<file path="config.mk">
export PLATFORM = sky130hd
export DESIGN_NAME = puf_ram_arbiter
export DESIGN_NICKNAME = d
export VERILOG_FILES = /design/src/rtl/puf_ram_arbiter.sv
export SDC_FILE = /design/constraint.sdc
export NUM_CORES = 1
export LEC_CHECK = 0
export CAP_MARGIN = 20
export CORE_AREA = 2 2 82 84
export CTS_CLUSTER_DIAMETER = 200
export DETAILED_ROUTE_END_ITERATION = 7
export DIE_AREA = 0 0 84 86
export HOLD_SLACK_MARGIN = 0.05
export PLACE_DENSITY = 0.83
export SLEW_MARGIN = 0
export SYNTH_ARGS = -nofsm -noshare
export SYNTH_HDL_FRONTEND = slang
export SYNTH_SLANG_ARGS = --single-unit
</file>
<file path="constraint.sdc">
create_clock -name clk -period 2.2 [get_ports clk]
set_input_delay 0.44 -clock clk [delete_from_list [all_inputs] [get_ports clk]]
set_output_delay 0.44 -clock clk [all_outputs]
set_load 0.03 [all_outputs]
</file>
<file path="src/rtl/puf_ram_arbiter.sv">
// Two-port arbiter sharing one combined RAM between the PUF readout engine (port 0) and a secondary requester.
// Optional write guard, which protects the SRAM start-up pattern, is built only when PUF_RAM_WRITE_GUARD_EN is defined.
module puf_ram_arbiter #(
  parameter int ADDR_W = 13,
  parameter int DATA_W = 16
) (
  input  logic              clk,
  input  logic              rst_n,
  input  logic              m0_req,
  input  logic              m0_we,
  input  logic [ADDR_W-1:0] m0_addr,
  input  logic [DATA_W-1:0] m0_wdata,
  input  logic [DATA_W-1:0] m0_wmask,
  output logic              m0_gnt,
  output logic              m0_rvalid,
  output logic [DATA_W-1:0] m0_rdata,
  input  logic              m1_req,
  input  logic              m1_we,
  input  logic [ADDR_W-1:0] m1_addr,
  input  logic [DATA_W-1:0] m1_wdata,
  input  logic [DATA_W-1:0] m1_wmask,
  output logic              m1_gnt,
  output logic              m1_rvalid,
  output logic [DATA_W-1:0] m1_rdata,
  output logic [ADDR_W-1:0] ram_raddr,
  output logic [ADDR_W-1:0] ram_waddr,
  output logic              ram_we,
  output logic [DATA_W-1:0] ram_wdata,
  output logic [DATA_W-1:0] ram_wmask,
  input  logic [DATA_W-1:0] ram_rdata,
  input  logic              puf_release,
  output logic              guard_active,
  output logic              wr_blocked
);

  logic              last;
  logic              rd_pend;
  logic              rd_owner;
  logic              sel;
  logic              any;
  logic              win_we;
  logic [ADDR_W-1:0] win_addr;
  logic [DATA_W-1:0] win_wdata;
  logic [DATA_W-1:0] win_wmask;

  // On a tie, the port that did not win last time is served.
  always_comb begin
    sel = 1'b0;
    if (m0_req && m1_req) sel = ~last;
    else                  sel = m1_req;
    any       = rst_n & (m0_req | m1_req);
    win_we    = sel ? m1_we    : m0_we;
    win_addr  = sel ? m1_addr  : m0_addr;
    win_wdata = sel ? m1_wdata : m0_wdata;
    win_wmask = sel ? m1_wmask : m0_wmask;
  end

  assign m0_gnt    = any & ~sel;
  assign m1_gnt    = any & sel;
  assign ram_raddr = any ? win_addr  : '0;
  assign ram_waddr = any ? win_addr  : '0;
  assign ram_wdata = any ? win_wdata : '0;
  assign ram_wmask = any ? win_wmask : '0;
  assign ram_we    = any & win_we & ~guard_active;

  assign m0_rvalid = rst_n & rd_pend & ~rd_owner;
  assign m1_rvalid = rst_n & rd_pend & rd_owner;
  assign m0_rdata  = ram_rdata;
  assign m1_rdata  = ram_rdata;

  always_ff @(posedge clk or negedge rst_n) begin
    if (!rst_n) begin
      last     <= 1'b1;
      rd_pend  <= 1'b0;
      rd_owner <= 1'b0;
    end else begin
      rd_pend <= any & ~win_we;
      if (any) begin
        last <= sel;
        if (!win_we) rd_owner <= sel;
      end
    end
  end

`ifdef PUF_RAM_WRITE_GUARD_EN
  typedef enum logic {GUARDED, OPEN} guard_state_t;
  guard_state_t guard_state;

  // A write granted in the release cycle still sees guard_active = 1 and is dropped.
  always_ff @(posedge clk or negedge rst_n) begin
    if (!rst_n) begin
      guard_state  <= GUARDED;
      guard_active <= 1'b1;
      wr_blocked   <= 1'b0;
    end else begin
      wr_blocked <= wr_blocked | (any & win_we & guard_active);
      case (guard_state)
        GUARDED: begin
          if (puf_release) begin
            guard_state  <= OPEN;
            guard_active <= 1'b0;
          end
        end
        OPEN: guard_active <= 1'b0;
        default: begin
          guard_state  <= GUARDED;
          guard_active <= 1'b1;
        end
      endcase
    end
  end
`else
  logic unused_release;
  assign unused_release = puf_release;
  assign guard_active   = 1'b0;
  assign wr_blocked     = 1'b0;
`endif

endmodule

</file>
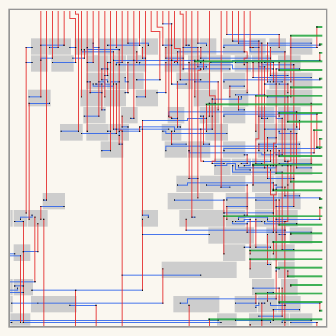
(close-up of the layout)
Window x 34 to 84, y 36 to 86 um. Cells in gray, sequential cells in the stronger gray; small squares are vias.
red -> M2
green -> M3
blue -> M1
cells with their middle in the window = 102
sequential cells in the window = 0
most frequent = clkdlybuf4s50_1 (46), buf_4 (23), a22o_1 (21)

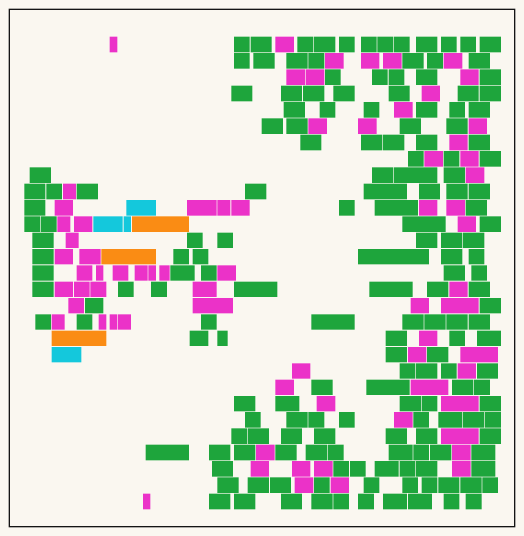
(cell classes on the final placement)
Scale: 6 px per um.
magenta -> remaining logic cells  # cells 71, share of their area 25%
cyan -> clock drivers and dummy loads  # cells 4, share of their area 1.8%
orange -> registers  # cells 3, share of their area 3.1%
green -> remaining buffers and delay cells  # cells 175, share of their area 70%

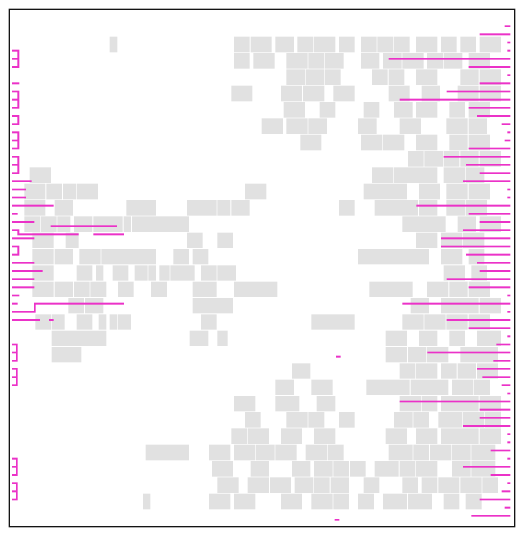
(the metal 3 layer)
Scale: 6 px per um.
longest straight run = 20.0 um
main direction = horizontal
share of all routed wire = 9.3%

==> registers in the layout, indices dropped and copies added, names as in the netlist <==
signal	flops
rd_pend	1
last	1
rd_owner	1
==> metrics by stage <==
stage / cell area (sq um) / hold slack (ns) / util / worst slack [ns]
after detailed placement: 2376 / 0.5563 / 0.3785 / -0.2085
after floorplan: 1164 / 0.1444 / - / 0.09911
after CTS: 2567 / 0.3341 / 0.4090 / 0.02987
after global placement: 2376 / 0.5409 / 0.3785 / -0.1859
final: 2564 / 0.3391 / 0.4084 / 0.06954
after global routing: 2564 / 0.3633 / 0.4084 / 0.01043
==> cell type report <==
cell class / instances / share of cell area
multi-input combinational: 71 / 0.2445
clock buffer: 4 / 0.01757
tap: 77 / 0.03758
timing repair buffer: 175 / 0.6706
sequential: 3 / 0.02977
==> path summary, 6_finish.rpt <==
check,cells past startpoint,endpoint,slack (ns),startpoint
hold / removal,2,rd_owner$_DFFE_PN0P_,0.34,rst_n
hold reg to reg,1,rd_owner$_DFFE_PN0P_,0.57,rd_owner$_DFFE_PN0P_
min in group clk,1,rd_owner$_DFFE_PN0P_,0.57,rd_owner$_DFFE_PN0P_
max in group asynchronous,2,last$_DFFE_PN1P_,1.70,rst_n
setup reg to reg,5,rd_pend$_DFF_PN0_,0.87,last$_DFFE_PN1P_
setup / recovery,5,ram_wdata[14],0.07,last$_DFFE_PN1P_
==> critical path: cells and delay by family, from the launching register on <==
kind	cells	cell delay (ns)
compound gates	1	0.16
buf+inv	2	0.46
flops	1	0.53
simple gates	2	0.33
==> timing repair <==
item / CTS / global route
gates resized: 21 / 2
setup endpoints to repair: 56 / 12
gates cloned: 2 / 0
pin swaps: 2 / 1
buffers inserted: 3 / 0
==> summary.txt <==
run results: sequential area share after synthesis=0.06580, Unique masters post-synth=25, VDD IR max=slightly below 0.3 mV, leakage power figure=1.158 nW, cells in synth_stat.txt=about 130, routing layer with the top usage in global route=met2, run status=completed, DR vias/cell=~4.3, cts-stage hold buffer count=0, max-cap viol count=0, top fanout value on the critical path=21, number of antenna violations at the first check in global routing=0, CP Capture Type=output pin, Finished Layout Cells=approximately 330, CTS tree=built, vertical die size=86 um, register cell area after layout=76.32 sq um, logic area=roughly 630 sq um, via count of the first global-routing pass=between 1,000 and 1,500, placed insts=roughly 320, clock slew at the register clock pins of the worst setup and hold paths=about 0.03 ns, Top logic family=buffers and inverters
Power figures rest on the tool's default switching activity, not on a simulated workload.
